Run 1, floorplan with the power grid:
Pins as bars on the die edge.
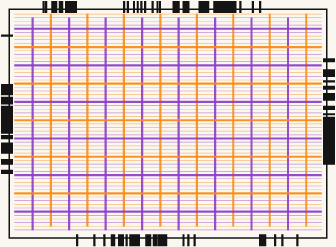
Run 1, cells colored by class:
Bar = 50 um.
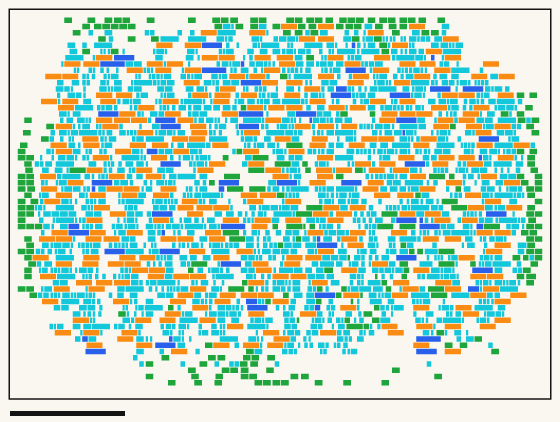
Run 1, clock wires, drivers and flops:
Bar = 50 um.
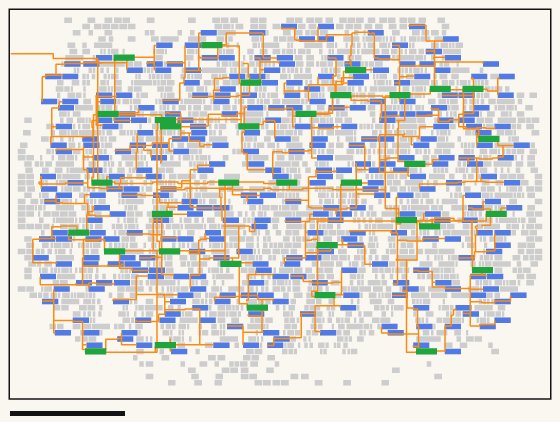
Run 1, metal layers overlaid:
Only two layers are drawn.
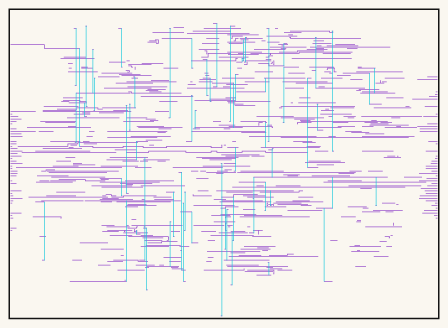
$ cat src/rtl/cmp_rs_if.sv
// rtl/cmp_rs_if.sv - dispatch, CDB and issue bus bundle for the comparator reservation station
interface cmp_rs_if #(
    parameter int TAG_WIDTH = 3
) ();
    logic                 dispatch_valid;
    logic                 dispatch_ready;
    logic [2:0]           dispatch_funct3;
    logic [TAG_WIDTH-1:0] dispatch_rob_tag;
    logic                 dispatch_src1_valid;
    logic                 dispatch_src2_valid;
    logic [31:0]          dispatch_src1_data;
    logic [31:0]          dispatch_src2_data;
    logic [TAG_WIDTH-1:0] dispatch_src1_tag;
    logic [TAG_WIDTH-1:0] dispatch_src2_tag;

    logic                 cdb_valid;
    logic [TAG_WIDTH-1:0] cdb_tag;
    logic [31:0]          cdb_data;

    logic                 issue_valid;
    logic                 issue_ready;
    logic [2:0]           issue_funct3;
    logic [31:0]          issue_first;
    logic [31:0]          issue_second;
    logic [TAG_WIDTH-1:0] issue_rob_tag;

    modport slave (
        input  dispatch_valid, dispatch_funct3, dispatch_rob_tag,
               dispatch_src1_valid, dispatch_src2_valid,
               dispatch_src1_data, dispatch_src2_data,
               dispatch_src1_tag, dispatch_src2_tag,
               cdb_valid, cdb_tag, cdb_data, issue_ready,
        output dispatch_ready, issue_valid, issue_funct3,
               issue_first, issue_second, issue_rob_tag
    );

    modport master (
        output dispatch_valid, dispatch_funct3, dispatch_rob_tag,
               dispatch_src1_valid, dispatch_src2_valid,
               dispatch_src1_data, dispatch_src2_data,
               dispatch_src1_tag, dispatch_src2_tag,
               cdb_valid, cdb_tag, cdb_data, issue_ready,
        input  dispatch_ready, issue_valid, issue_funct3,
               issue_first, issue_second, issue_rob_tag
    );
endinterface

$ cat src/rtl/cmp_rs.sv
// rtl/cmp_rs.sv - compacting reservation station for the slt/sltu comparator unit
module cmp_rs #(
    parameter int RS_DEPTH  = 4,
    parameter int TAG_WIDTH = 3
) (
    input  logic        clk,
    input  logic        rst,
    input  logic        flush,
    cmp_rs_if.slave     bus
);
    localparam int CW = $clog2(RS_DEPTH + 1);
    localparam int IW = (RS_DEPTH > 1) ? $clog2(RS_DEPTH) : 1;

    typedef struct packed {
        logic                 busy;
        logic [2:0]           funct3;
        logic [TAG_WIDTH-1:0] rob_tag;
        logic                 src1_valid;
        logic [31:0]          src1_data;
        logic [TAG_WIDTH-1:0] src1_tag;
        logic                 src2_valid;
        logic [31:0]          src2_data;
        logic [TAG_WIDTH-1:0] src2_tag;
    } entry_t;

    entry_t [RS_DEPTH-1:0] ent_q, ent_d;
    logic   [CW-1:0]       count_q, count_d;

    logic                  sel_found;
    logic   [IW-1:0]       sel_idx;
    entry_t                sel_ent;
    logic                  issue_fire;
    logic                  dispatch_fire;
    logic   [CW-1:0]       count_after;
    entry_t                new_ent;

    // Oldest ready entry: scan from the top so the lowest index wins.
    always_comb begin
        sel_found = 1'b0;
        sel_idx   = '0;
        for (int i = RS_DEPTH - 1; i >= 0; i--) begin
            if (ent_q[i].busy && ent_q[i].src1_valid && ent_q[i].src2_valid) begin
                sel_found = 1'b1;
                sel_idx   = IW'(i);
            end
        end
    end

    assign sel_ent = ent_q[sel_idx];

    // Issue side is a pure function of registered state; zeroed when idle.
    assign bus.issue_valid    = sel_found;
    assign bus.issue_funct3   = sel_found ? sel_ent.funct3    : 3'b000;
    assign bus.issue_first    = sel_found ? sel_ent.src1_data : 32'h0;
    assign bus.issue_second   = sel_found ? sel_ent.src2_data : 32'h0;
    assign bus.issue_rob_tag  = sel_found ? sel_ent.rob_tag   : '0;

    // A slot freed by a same-cycle issue is not offered to dispatch.
    assign bus.dispatch_ready = (count_q < CW'(RS_DEPTH));

    assign issue_fire    = sel_found && bus.issue_ready && !flush;
    assign dispatch_fire = bus.dispatch_valid && bus.dispatch_ready;

    // Next state: compact out the issued entry, append the dispatch, then snoop the CDB.
    always_comb begin
        ent_d       = ent_q;
        count_after = count_q - CW'(issue_fire);
        count_d     = count_after + CW'(dispatch_fire);

        new_ent            = '0;
        new_ent.busy       = 1'b1;
        new_ent.funct3     = bus.dispatch_funct3;
        new_ent.rob_tag    = bus.dispatch_rob_tag;
        new_ent.src1_valid = bus.dispatch_src1_valid;
        new_ent.src1_data  = bus.dispatch_src1_data;
        new_ent.src1_tag   = bus.dispatch_src1_tag;
        new_ent.src2_valid = bus.dispatch_src2_valid;
        new_ent.src2_data  = bus.dispatch_src2_data;
        new_ent.src2_tag   = bus.dispatch_src2_tag;

        if (issue_fire) begin
            for (int i = 0; i < RS_DEPTH - 1; i++) begin
                if (IW'(i) >= sel_idx) begin
                    ent_d[i] = ent_q[i + 1];
                end
            end
            ent_d[RS_DEPTH-1] = '0;
        end

        if (dispatch_fire) begin
            for (int i = 0; i < RS_DEPTH; i++) begin
                if (CW'(i) == count_after) begin
                    ent_d[i] = new_ent;
                end
            end
        end

        // Wakeup runs on the post-shift image, so the new entry gets the bypass for free.
        if (bus.cdb_valid) begin
            for (int i = 0; i < RS_DEPTH; i++) begin
                if (ent_d[i].busy && !ent_d[i].src1_valid && ent_d[i].src1_tag == bus.cdb_tag) begin
                    ent_d[i].src1_valid = 1'b1;
                    ent_d[i].src1_data  = bus.cdb_data;
                end
                if (ent_d[i].busy && !ent_d[i].src2_valid && ent_d[i].src2_tag == bus.cdb_tag) begin
                    ent_d[i].src2_valid = 1'b1;
                    ent_d[i].src2_data  = bus.cdb_data;
                end
            end
        end

        if (flush) begin
            ent_d   = '0;
            count_d = '0;
        end
    end

    // State registers with synchronous reset.
    always_ff @(posedge clk) begin
        if (rst) begin
            ent_q   <= '0;
            count_q <= '0;
        end else begin
            ent_q   <= ent_d;
            count_q <= count_d;
        end
    end
endmodule

$ cat src/flat_wrapper.sv
// flat-port wrapper written by rule: the top's interface ports become plain ports
module cmp_rs_flat 
#(
    parameter int RS_DEPTH  = 4,
    parameter int TAG_WIDTH = 3
)
  (clk, rst, flush, bus_dispatch_valid, bus_dispatch_funct3, bus_dispatch_rob_tag, bus_dispatch_src1_valid, bus_dispatch_src2_valid, bus_dispatch_src1_data, bus_dispatch_src2_data, bus_dispatch_src1_tag, bus_dispatch_src2_tag, bus_cdb_valid, bus_cdb_tag, bus_cdb_data, bus_issue_ready, bus_dispatch_ready, bus_issue_valid, bus_issue_funct3, bus_issue_first, bus_issue_second, bus_issue_rob_tag);
  cmp_rs_if #(.TAG_WIDTH(TAG_WIDTH)) bus_i ();
  input  logic clk;
  input  logic rst;
  input  logic flush;
  input wire logic [$bits(bus_i.dispatch_valid)-1:0] bus_dispatch_valid;
  input wire logic [$bits(bus_i.dispatch_funct3)-1:0] bus_dispatch_funct3;
  input wire logic [$bits(bus_i.dispatch_rob_tag)-1:0] bus_dispatch_rob_tag;
  input wire logic [$bits(bus_i.dispatch_src1_valid)-1:0] bus_dispatch_src1_valid;
  input wire logic [$bits(bus_i.dispatch_src2_valid)-1:0] bus_dispatch_src2_valid;
  input wire logic [$bits(bus_i.dispatch_src1_data)-1:0] bus_dispatch_src1_data;
  input wire logic [$bits(bus_i.dispatch_src2_data)-1:0] bus_dispatch_src2_data;
  input wire logic [$bits(bus_i.dispatch_src1_tag)-1:0] bus_dispatch_src1_tag;
  input wire logic [$bits(bus_i.dispatch_src2_tag)-1:0] bus_dispatch_src2_tag;
  input wire logic [$bits(bus_i.cdb_valid)-1:0] bus_cdb_valid;
  input wire logic [$bits(bus_i.cdb_tag)-1:0] bus_cdb_tag;
  input wire logic [$bits(bus_i.cdb_data)-1:0] bus_cdb_data;
  input wire logic [$bits(bus_i.issue_ready)-1:0] bus_issue_ready;
  output wire logic [$bits(bus_i.dispatch_ready)-1:0] bus_dispatch_ready;
  output wire logic [$bits(bus_i.issue_valid)-1:0] bus_issue_valid;
  output wire logic [$bits(bus_i.issue_funct3)-1:0] bus_issue_funct3;
  output wire logic [$bits(bus_i.issue_first)-1:0] bus_issue_first;
  output wire logic [$bits(bus_i.issue_second)-1:0] bus_issue_second;
  output wire logic [$bits(bus_i.issue_rob_tag)-1:0] bus_issue_rob_tag;
  assign bus_i.dispatch_valid = bus_dispatch_valid;
  assign bus_i.dispatch_funct3 = bus_dispatch_funct3;
  assign bus_i.dispatch_rob_tag = bus_dispatch_rob_tag;
  assign bus_i.dispatch_src1_valid = bus_dispatch_src1_valid;
  assign bus_i.dispatch_src2_valid = bus_dispatch_src2_valid;
  assign bus_i.dispatch_src1_data = bus_dispatch_src1_data;
  assign bus_i.dispatch_src2_data = bus_dispatch_src2_data;
  assign bus_i.dispatch_src1_tag = bus_dispatch_src1_tag;
  assign bus_i.dispatch_src2_tag = bus_dispatch_src2_tag;
  assign bus_i.cdb_valid = bus_cdb_valid;
  assign bus_i.cdb_tag = bus_cdb_tag;
  assign bus_i.cdb_data = bus_cdb_data;
  assign bus_i.issue_ready = bus_issue_ready;
  assign bus_dispatch_ready = bus_i.dispatch_ready;
  assign bus_issue_valid = bus_i.issue_valid;
  assign bus_issue_funct3 = bus_i.issue_funct3;
  assign bus_issue_first = bus_i.issue_first;
  assign bus_issue_second = bus_i.issue_second;
  assign bus_issue_rob_tag = bus_i.issue_rob_tag;
  cmp_rs #(.RS_DEPTH(RS_DEPTH), .TAG_WIDTH(TAG_WIDTH)) u_core (.clk(clk), .rst(rst), .flush(flush), .bus(bus_i));
endmodule
$ cat config.mk
export PLATFORM = sky130hd
export DESIGN_NAME = cmp_rs_flat
export DESIGN_NICKNAME = d
export VERILOG_FILES = /design/src/rtl/cmp_rs_if.sv /design/src/rtl/cmp_rs.sv /design/src/flat_wrapper.sv
export SDC_FILE = /design/constraint.sdc
export NUM_CORES = 1
export LEC_CHECK = 0
export CORE_AREA = 3 3 232 166
export CTS_CLUSTER_SIZE = 28
export DETAILED_ROUTE_END_ITERATION = 6
export DIE_AREA = 0 0 235 169
export MAX_ROUTING_LAYER = met4
export PLACE_DENSITY = 0.78
export RECOVER_POWER = 100
export SETUP_SLACK_MARGIN = 0.1
export SYNTH_ARGS = -nofsm -noshare
export SYNTH_HDL_FRONTEND = slang
export SYNTH_SLANG_ARGS = --single-unit
$ cat constraint.sdc
create_clock -name clk -period 4.1 [get_ports clk]
set_input_delay 0.41 -clock clk [delete_from_list [all_inputs] [get_ports clk]]
set_output_delay 0.41 -clock clk [all_outputs]
set_load 0.03 [all_outputs]
==> Changelog: implementation, run 1 <==
### Implementation results

- Status: finished, violations left
- Failing checks: DRC
- Crit-path cells: nand3_4, nand2b_1, a21oi_4, buf_12, buf_12, mux4_2, and2_1, dlygate4sd3_1
- Slew headroom: 0.108
- Count leader, synth: nand2_1
- Routing usage on met1: 0.435
- Std-Cell Rows: 59
- Antenna viol nets, final: 0
- Post-Place Cells: 2731
- Non-CTS inverters: 6
- Final setup TNS: 0 ps
- Worst slew pin tran: 1340 ps
- Non-clock buffers: around 260
- PD cells: 320 nW/um2
- Top cells by count, synth: 453 x nand2_1, 319 x dfxtp_1, 290 x mux2i_1
- RSZ-0062 raised after global routing: false
- Ys cells: 2203
- Share of the synthesized area in the top cell type: 0.339
- Netlist cell types: between 50 and 60
- Final #Nets: 2403
- Hold Startpoint: u_core.ent_q[75]
- Commonest non-fill, non-tap cell in the layout: nand2_1
- CTS tree: yes
- Final setup viols: 0
- WHS Path Cells: 2
- FF+latch area: 6390 um2
- Initial antenna violation count: 5
- Clk root buf: clkbuf_16
- DRC: 1
- Final instance area: around 23000 um2
- Total track usage: 0.323
- Critical Path Most Common Cell: buf_12
- Minimum clock period: 3910 ps
- Tool warnings: 29
- Pin count of the biggest net entering global routing: 144
- Post-route insts no fill: ~2800
- Global route overflow: 0
- Clk buf depth: 3
- Top cells, area: dfxtp_1 34%, mux2i_1 15%, nand2_1 9.0%, mux4_2 8.4%, a311o_1 3.4%
- Grt met2 use: 0.496
- F_max: 256 MHz
- HPWL after DPL: 39200 um
- Synth Flop Type: dfxtp_1
- ANT cells: 4
- Worst flop-to-flop path endpoint: u_core.ent_q[136]
- Count of multi-input gates: 1658
- Routability cong.: 0.918
- Crit Path Max Fanout: 28
- Reg-to-reg startpoint: u_core.ent_q[315]
- Detailed-router iteration count before antenna repair: 7
- Number of buffers created by CTS: 34
- Top Layout Cells: 452 x nand2_1, 319 x dfxtp_1, 289 x mux2i_1
- Flop count: about 320
- Leakage: 8.30 nW
- Worst slack after detailed placement: 18.2 ps
- R2r worst-path depth: 13
- Pins Over Slew Limit: 0
- Critical path's slowest cell: dlygate4sd3_1
- H-tree Lvls: 2
- Final-layout clock buffer total: 44
- Critical path capture point type: output pin
- CP max stage delay: between 600 and 700 ps
- Hold Path Sink: u_core.ent_q[75]
- Post-place instance area: approximately 21000 um2
- Worst Hold Class: flop to flop
- Setup ws final: 194 ps
- Crit path buf inv count: 3
- Synth Instances: 2203
- Final Power: 0.00725 W
- Drt first-iter violations: 2348
- DR vias: 18500
- Crit path max-delay family: buffers and inverters
About 'floorplan with the power grid':
[VSS] purple
[VDD] orange
met5 straps: 11
met1 rails: 60
met4 straps: 16
rows: 59
Core ar.: 36700 um2
Die W: 235 um
worst vdd ir: 0.249 mV

About 'cells colored by class':
[flip-flops] orange | cells: 319
[all other logic] cyan | cells: 1664
[clock drivers and dummy loads] blue | cells: 62
[other buffers and delay cells] green | cells: 263
flop share of the area: 0.282
Core Util, Final: 0.617

About 'clock wires, drivers and flops':
[cells driving clock nets] green | count: 34
[flip-flops] blue | count: 319
[clock wires] orange | length: 4330 um
routed clock nets: 35
flops lie: spread over the die
clock latency on the worst-skew pair: 530 ps
clk_skew: 16.8 ps
power in the clock group: 0.00343 W
clock share of power: 0.473

About 'metal layers overlaid':
[met4] cyan | wire length: 1630 um
[met3] purple | wire length: 6920 um
Routed WL: 65100 um
WL/cell: 23.3 um

[run 1: repair_timing]
item	CTS	global route
buffers inserted	0	3
endpoints found under the setup margin	0	59
resized	0	3
[run 1: flip-flops by register name (all words and copies together) (netlist names)]
register and cells:
u_core.ent_q 316, u_core.count_q 3
[run 1: logic make-up after synthesis]
logic type	count (synthesis)	share of synthesized area
AND-OR/OR-AND	500	0.181
XOR/XNOR	26	0.0125
adder cells (fa/ha/maj)	2	0.00133
flip-flops	319	0.339
multiplexers	369	0.243
AND/OR/NAND/NOR	761	0.173
buffers and inverters	226	0.0499
[run 1: where the power goes]
part / total, W / internal [W] / switching (W)
Clock: 0.00343 / 0.00205 / 0.00138
Sequential: 0.00319 / 0.00315 / 0.0000339
Combinational: 0.000632 / 0.000266 / 0.000366
Total: 0.00725 / 0.00547 / 0.00178
[run 1: worst max-delay path by stage]
stage / startpoint / end / slack (ps) / depth (start not counted)
2_1_floorplan: flush / u_core.ent_q[264] / 80 / 19
3_3_place_gp: flush / u_core.ent_q[135] / 130 / 14
3_5_place_dp: flush / u_core.ent_q[134] / 20 / 14
4_1_cts: u_core.ent_q[150] / bus_issue_second[29] / 110 / 8
5_1_grt: u_core.ent_q[315] / u_core.ent_q[131] / 50 / 13
6_report: u_core.ent_q[315] / bus_issue_first[20] / 190 / 8
[run 1: per-layer routing]
| layer | wire length [um] | share of wire |
|---|---|---|
| met4 | 1630 | 0.025 |
| met3 | 6920 | 0.11 |
| met1 | 27000 | 0.41 |
| met5 | 0 | 0 |
| met2 | 29600 | 0.45 |
[run 1: worst min-delay path, cell delays in order (launching register included)]
cell and delay, ps:
dfxtp_1 310, nand2_1 50, a311oi_1 80
==> run 2: changes to the inputs <==
- SKIP_CTS_REPAIR_TIMING: not set -> 1
Run 2, clock routing:
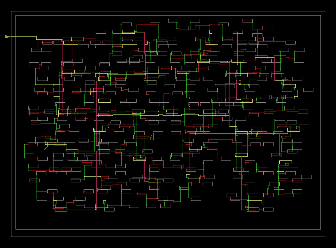
Clock Sinks: 319
final-layout clock buffer total: 44
flop count: 319

==> run 2 against run 1 <==
The run still ends with DRC left. Non-clock buffer count unchanged. Synthesized area is the same. Die area unchanged. Sequential cell count stayed put. Worst hold slack unchanged. First-iteration DRC count stayed put. Cell count stayed put. Fmax is the same. Critical path type unchanged.
==> Changelog: implementation, run 2 <==
### Implementation results

- Critical path required time: 3690 ps
- Commonest non-fill, non-tap cell in the layout: nand2_1
- Maxcap violations: 0
- Worst vdd ir: 0.249 mV (unchanged)
- Critical path capture point type: output pin
- Worst flop-to-flop path endpoint: u_core.ent_q[136]
- DRC: 1 (unchanged)
- Antenna viol nets, final: 0 (unchanged)
- Routability cong.: 0.918 (unchanged)
- Chip area: 39700 um2
- Final setup TNS: 0 ps (unchanged)
- Reg-to-reg startpoint: u_core.ent_q[315]
- Worst Hold Slack: between 400 and 500 ps
- Hold Vio Cnt, Final: 0
- Share of the synthesized area in the top cell type: 0.339 (unchanged)
- Post-synth EDFFs: 0
- WHS Path Cells: 2 (unchanged)
- Clock latency on the worst-skew pair: 530 ps (about the same)
- Synth Flop Type: dfxtp_1
- Pins Over Slew Limit: 0 (unchanged)
- Syn Nets: 2324
- Async SR Flop Fraction: 0
- Synth flops: 319
- FILL cells: approximately 3000
- Hold Startpoint: u_core.ent_q[75]
- Total internal power: 0.00547 W (unchanged)
- Clk buf depth: 3 (unchanged)
- Crit-path cells: nand3_4, nand2b_1, a21oi_4, buf_12, buf_12, mux4_2, and2_1, dlygate4sd3_1
- Hold Path Sink: u_core.ent_q[75]
- Clk root buf: clkbuf_16
- Final setup viols: 0 (unchanged)
- Final worst path period share: 0.953
- Clk_skew: 16.8 ps (unchanged)
- Leakage: 8.30 nW (unchanged)
- Ys cells: 2203 (unchanged)
- Routed wire length on met2: 29600 um (unchanged)
- Post-synth top area cell: dfxtp_1
- Core ar.: 36700 um2 (unchanged)
- Top Layout Cells: 452 x nand2_1, 319 x dfxtp_1, 289 x mux2i_1
- R2r setup slk: 240 ps
- Chip area line of the yosys report: 18800 um2
- Synth Instances: 2203 (unchanged)
- Status: finished, violations left
- RSZ-0062 raised after global routing: false
- Logic pwr share: 0.087 (about the same)
- Worst Hold Class: flop to flop
- CP max stage delay: 680 ps (about the same)
- Vias in the first global route: ~18000
- H-tree Lvls: 2 (unchanged)
- Routing usage on met1: 0.435 (unchanged)
- Net Sw Power: 0.00178 W (unchanged)
- Clock share of power: 0.473 (about the same)
- Kind of critical path: flop to output pin
- Final instance area: 22600 um2 (unchanged)
- Top Layer Used: met4
- Area grow syn2layout: 20.1%
- Largest Register: u_core.ent_q
- Switching share of power: 0.245 (unchanged)
- Final #Nets: 2403 (unchanged)
- Startpoint Class: flop
- Post-place instance area: 21400 um2 (unchanged)
- Top cells, area: dfxtp_1 34%, mux2i_1 15%, nand2_1 9.0%, mux4_2 8.4%, a311o_1 3.4%
- Critical Path Most Common Cell: buf_12
- Logic area: 11600 um2
- Minimum clock period: 3910 ps (unchanged)
- Failing checks: DRC
- Critical path's slowest cell: dlygate4sd3_1
- Largest regs: u_core.ent_q (316), u_core.count_q (3)
- Std-Cell Rows: 59 (unchanged)
- Total track usage: 0.323 (unchanged)
- IO buf count: 190
- Global route overflow: 0 (unchanged)
- WL/cell: 23.3 um (unchanged)
- Reg power frac: 0.440 (about the same)
- Global Route met3 Usage: 0.0549
- Wire length on met1: 27000 um (unchanged)
- CTS tree: yes
- Max reg flops: 316 (unchanged)
- Count leader, synth: nand2_1
- Tool warnings: 29 (unchanged)
- Grt peak-use layer: met2
- HPWL after DPL: 39200 um (unchanged)
- Detailed-router iteration count before antenna repair: 7 (unchanged)
- Share of post-route cells with drive strength above 1: 0.101
- Syn Area/Cell: 8.55 um2
- Worst slew pin tran: 1340 ps (unchanged)
- R2r worst-path depth: 13 (unchanged)
- DR vias: 18500 (unchanged)
- Ys Warns: 0
- Crit Path Max Fanout: 28 (unchanged)
- Drt via density: 6.60
- Clock transition at path regs: 60 ps
- CP arrival: 3500 ps
- Netlist cell types: 56 (unchanged)
- Post-synth seq share: 0.339
- Met3 WL: 6920 um (unchanged)
- PD cells: 320 nW/um2 (unchanged)
- Initial antenna violation count: 5 (unchanged)
- # IOs: 191
- Global-route wire length before repair: between 100000 and 150000 um
- Die W: 235 um (unchanged)
- FF+latch area: 6390 um2 (unchanged)
- Fp_density: 0.513
- F_max: 256 MHz (unchanged)
- Top cells by count, synth: 453 x nand2_1, 319 x dfxtp_1, 290 x mux2i_1
- Slew headroom: 0.108 (unchanged)
- Number of buffers created by CTS: 34 (unchanged)
- Synthesized cell area: 18800 um2
- Grt met2 use: 0.496 (unchanged)
- Die y size: between 150 and 200 um
- Routed WL: 65100 um (unchanged)
- Pin count of the biggest net entering global routing: 144 (unchanged)
- Drt first-iter violations: 2348 (unchanged)
Run 2, clock wires, drivers and flops:
Bar = 50 um.
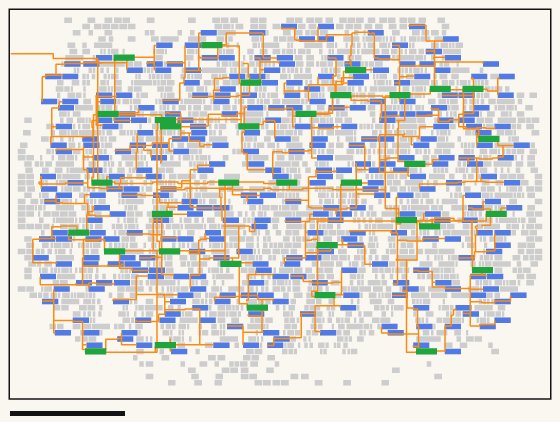
[clock wires] orange | length: 4330 um
[flip-flops] blue | count: 319
[cells driving clock nets] green | count: 34
flops lie: spread over the die
routed clock nets: 35

run 2: cell counts in the layout (fill, tap and decap cells not counted):
No cell type changed its count.
run 2: worst max-delay path, delay by kind of cell (launching register included):
kind	cells	cell delay, ps
compound gates	1	280
buf+inv	3	1200
flops	1	480
mux	1	390
simple gates	3	580
run 2: through the flow:
step	power (W)	utilization	setup slack (ps)	cells
global route	0.00743	0.617	47.7	2800
finish	0.00725	0.617	194	2800
floorplan	0.00358	-	81.4	2203
CTS	0.00725	0.618	110	2793
detailed placement	0.00387	0.584	18.2	2731
global placement	0.00385	0.584	130	2731
run 2: kinds of logic after synthesis:
logic type | Yosys count | share of synthesized area
compound gates | 500 | 0.181
buf+inv | 226 | 0.0499
flops | 319 | 0.339
fa+ha+maj | 2 | 0.00133
xor+xnor | 26 | 0.0125
mux | 369 | 0.243
simple gates | 761 | 0.173
run 2: how the worst max path moves through the flow:
stage / startpoint / end / cells past startpoint
after CTS: u_core.ent_q[150] / bus_issue_second[29] / 8
after floorplan: flush / u_core.ent_q[264] / 19
after detailed placement: flush / u_core.ent_q[134] / 14
final: u_core.ent_q[315] / bus_issue_first[20] / 8
after global routing: u_core.ent_q[315] / u_core.ent_q[131] / 13
after global placement: flush / u_core.ent_q[135] / 14
run 2: final cells by class:
type	instances	share of cell area
multi-input cells	1658	0.512
flip-flops and latches	319	0.282
repair buffers	263	0.123
clock buffers	44	0.0443
well taps	488	0.0270
clock inverters	18	0.0100
inverters	6	0.000995
diodes	4	0.000442
run 2: power by group through the flow:
stage	registers (W)	logic, W	clock network, W
after floorplan	0.00324	0.000333	0
after global placement	0.00325	0.000603	0
after detailed placement	0.00326	0.000619	0
after CTS	0.00319	0.000623	0.00344
after global routing	0.00319	0.000672	0.00357
final	0.00319	0.000632	0.00343
==> run 3: changes to the inputs <==
==> constraint.sdc (replaced) <==
create_clock -name clk -period 4.1 [get_ports clk]
set_input_delay 0.615 -clock clk [delete_from_list [all_inputs] [get_ports clk]]
set_output_delay 0.615 -clock clk [all_outputs]
set_load 0.03 [all_outputs]
Run 3, cells colored by class:
Bar = 50 um.
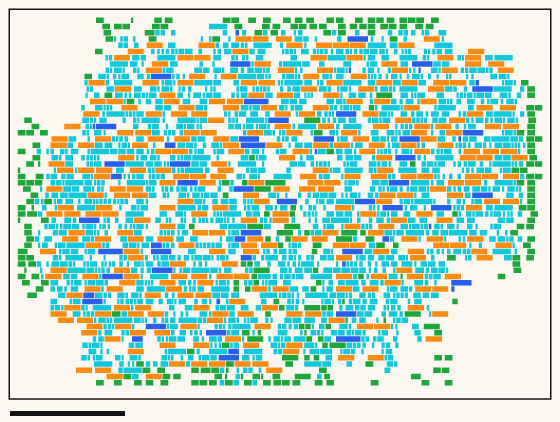
[all other logic] cyan | cells: 1664
[flip-flops] orange | cells: 319
[other buffers and delay cells] green | cells: 262
[clock drivers and dummy loads] blue | cells: 59
flop share of the area: 0.285
final instance area: 22400 um2
Std-Cell Rows: 59
Core Util, Final: 0.612

==> run 3 against run 2 <==
The flow now finishes without violations. Fmax decreased by 1.7%. First-iteration DRC count increased by 0.21%. Total power decreased by 2.1%. Sequential power about the same. Sequential share of layout area increased by 0.24 points. Worst hold slack improved by 2.7 ps. Synthesized cell count unchanged. Core utilization decreased by 0.52 points. Combinational power decreased by 2%. Highest routed layer unchanged.
==> Changelog: implementation, run 3 <==
### Implementation results

- Status: complete, no violations
- Tool warnings: 28 (-3.4%)
- Top Layout Cells: 451 x nand2_1, 319 x dfxtp_1, 289 x mux2i_1
- Synthesized cell area: 18800 um2 (unchanged)
- Post-synth top area cell: dfxtp_1
- Count leader, synth: nand2_1
- Ys Warns: 0 (unchanged)
- WHS Path Cells: 2 (unchanged)
- Pin count of the biggest net entering global routing: 95 (-34%)
- Global route overflow: 0 (unchanged)
- Net Sw Power: 0.00172 W (-3.3%)
- Clk buf depth: 3 (unchanged)
- Clock Sinks: 319 (unchanged)
- Fp_density: 0.513 (unchanged)
- Vias in the first global route: 17600 (-1.0%)
- CTS tree: yes
- Area grow syn2layout: 19.1%
- Final #Nets: 2402 (-0.042%)
- Global-route wire length before repair: 98300 um (-2.6%)
- Largest regs: u_core.ent_q (316), u_core.count_q (3)
- Core ar.: 36700 um2 (unchanged)
- Critical path required time: 3480 ps (-210 ps)
- CP arrival: 3360 ps (-140 ps)
- Critical path's slowest cell: dlygate4sd3_1
- Crit-path cells: nand3_2, buf_4, nand2_1, a21oi_4, buf_12, clkbuf_16, mux4_2, and2_1, dlygate4sd3_1
- Synth Flop Type: dfxtp_1
- Logic pwr share: 0.088 (about the same)
- H-tree Lvls: 2 (unchanged)
- Die y size: 169 um (unchanged)
- Clock share of power: 0.463 (-0.010)
- Switching share of power: 0.242 (-0.00302)
- Slew headroom: 0.261 (+0.153)
- F_max: 252 MHz (-1.7%)
- Worst slew pin tran: 1110 ps (-230 ps)
- WP depth: 9 (+1)
- Worst vdd ir: 0.231 mV (-7.2%)
- Synth flops: 319 (unchanged)
- Critical path capture point type: output pin
- Detailed-router iteration count before antenna repair: 7 (unchanged)
- Worst flop-to-flop path endpoint: u_core.ent_q[214]
- Top cells by count, synth: 453 x nand2_1, 319 x dfxtp_1, 290 x mux2i_1
- Crit path max-delay family: buffers and inverters
- Final setup viols: 0 (unchanged)
- Netlist cell types: 56 (unchanged)
- Crit path buf inv count: 4 (+1)
- Startpoint Class: flop
- Drt via density: 6.54 (-0.99%)
- # IOs: 191 (unchanged)
- Top cells, area: dfxtp_1 34%, mux2i_1 15%, nand2_1 9.0%, mux4_2 8.4%, a311o_1 3.4%
- Final worst path period share: 0.969 (+0.0163)
- Minimum clock period: 3970 ps (+66.9 ps)
- Drt first-iter violations: 2353 (+0.21%)
- Syn Nets: 2324 (unchanged)
- Leakage: 8.22 nW (-1.0%)
- Crit Path Max Fanout: 24 (-14%)
- DRC: 0 (-1)
- Worst Hold Class: flop to flop
- Hold Startpoint: u_core.ent_q[154]
- Post-synth seq share: 0.339 (unchanged)
- CP max stage delay: 690 ps (about the same)
- Chip area line of the yosys report: 18800 um2 (unchanged)
- Number of buffers created by CTS: 34 (unchanged)
- Post-route insts no fill: 2794 (-0.21%)
- Commonest non-fill, non-tap cell in the layout: nand2_1
- Routability cong.: 0.874 (-4.8%)
- Synth Instances: 2203 (unchanged)
- Reg power frac: 0.449 (+0.009)
- Initial antenna violation count: 2 (-3)
- R2r worst-path depth: 11 (-2)
- R2r setup slk: 250 ps (about the same)
- IO buf count: 190 (unchanged)
- Syn Area/Cell: 8.55 um2 (unchanged)
- Maxcap violations: 0 (unchanged)
- Worst Hold Slack: 491 ps (+2.71 ps)
- Total internal power: 0.00538 W (-1.7%)
- Antenna viol nets, final: 0 (unchanged)
- Ys cells: 2203 (unchanged)
- Chip area: 39700 um2 (unchanged)
- PD cells: 316 nW/um2 (-1.2%)
- Hold Path Sink: u_core.ent_q[75]
- Post-synth EDFFs: 0 (unchanged)
- Setup ws final: 127 ps (-66.9 ps)
- Reg-to-reg startpoint: u_core.ent_q[35]
- Die W: 235 um (unchanged)
- Max reg flops: 316 (unchanged)
- Clk root buf: clkbuf_16
- Hold Vio Cnt, Final: 0 (unchanged)
- Share of post-route cells with drive strength above 1: 0.0985 (-0.00286)
- Clock latency on the worst-skew pair: 530 ps (about the same)
- Clock transition at path regs: 60 ps (about the same)
- Pins Over Slew Limit: 0 (unchanged)
- RSZ-0062 raised after global routing: true
- Clk_skew: 22.6 ps (+5.82 ps)
- HPWL after DPL: 37600 um (-4.1%)
- Async SR Flop Fraction: 0 (unchanged)
- Kind of critical path: flop to output pin
- Post-Place Cells: 2731 (unchanged)
- Share of the synthesized area in the top cell type: 0.339 (unchanged)
- Worst slack after detailed placement: -10.3 ps (-28.5 ps)
- Largest Register: u_core.ent_q
Run 3, metal layers overlaid:
Only two layers are drawn.
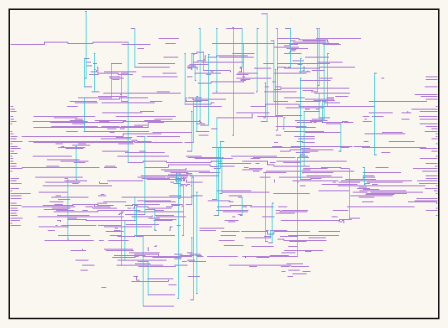
[met4] cyan | wire length: 1930 um
[met3] purple | wire length: 6740 um
total track usage: 0.313
DR vias: 18300
Routed WL: 63400 um
WL/cell: 22.7 um

==> run 3: routing by layer <==
layer	GRT usage	wire length [um]
met1	0.415	26100
met2	0.477	28600
met3	0.0632	6740
met4	0.110	1930
met5	-	0
==> run 3: metrics by stage <==
step	utilization	power, W	TNS, ps	instance area [um2]
floorplan	-	0.00358	0	19000
detailed placement	0.583	0.00387	-47.5	21400
global placement	0.583	0.00385	0	21400
CTS	0.614	0.00708	0	22500
finish	0.612	0.00710	0	22400
global route	0.612	0.00726	0	22400
==> run 3: power by group through the flow <==
stage,registers [W],logic [W],clock network [W]
6_report,0.00319,0.000622,0.00329
5_1_grt,0.00319,0.000666,0.00340
4_1_cts,0.00319,0.000615,0.00328
3_5_place_dp,0.00326,0.000610,0
3_3_place_gp,0.00325,0.000596,0
2_1_floorplan,0.00324,0.000336,0
==> run 3: cell type report <==
cell class              instances  area, um2
well taps                     488        611
multi-input cells            1658      11600
fillers                      3062      14300
clock inverters                10        154
clock buffers                  49       1010
diodes                          2       5.00
flip-flops and latches        319       6390
repair buffers                262       2610
inverters                       6       22.5
==> run 3: worst max-delay path by stage <==
stage                            from                   end  slack, ps
global placement                flush     u_core.ent_q[135]          6
CTS                 u_core.ent_q[150]  bus_issue_second[24]         50
detailed placement              flush     u_core.ent_q[144]        -10
floorplan                       flush     u_core.ent_q[122]         90
global route        u_core.ent_q[150]   bus_issue_second[5]         40
finish              u_core.ent_q[150]   bus_issue_second[3]        130
==> run 3: cells by family (layout without fill, tap and decap cells) <==
family,after synthesis,after routing,share of synthesized area
mux,369,369,0.243
other cells,0,2,0
xor+xnor,26,26,0.0125
flops,319,319,0.339
fa+ha+maj,2,2,0.00133
compound gates,500,500,0.181
simple gates,761,761,0.173
buf+inv,226,327,0.0499
No activity file was given, so power comes from the tool's default toggle rates.
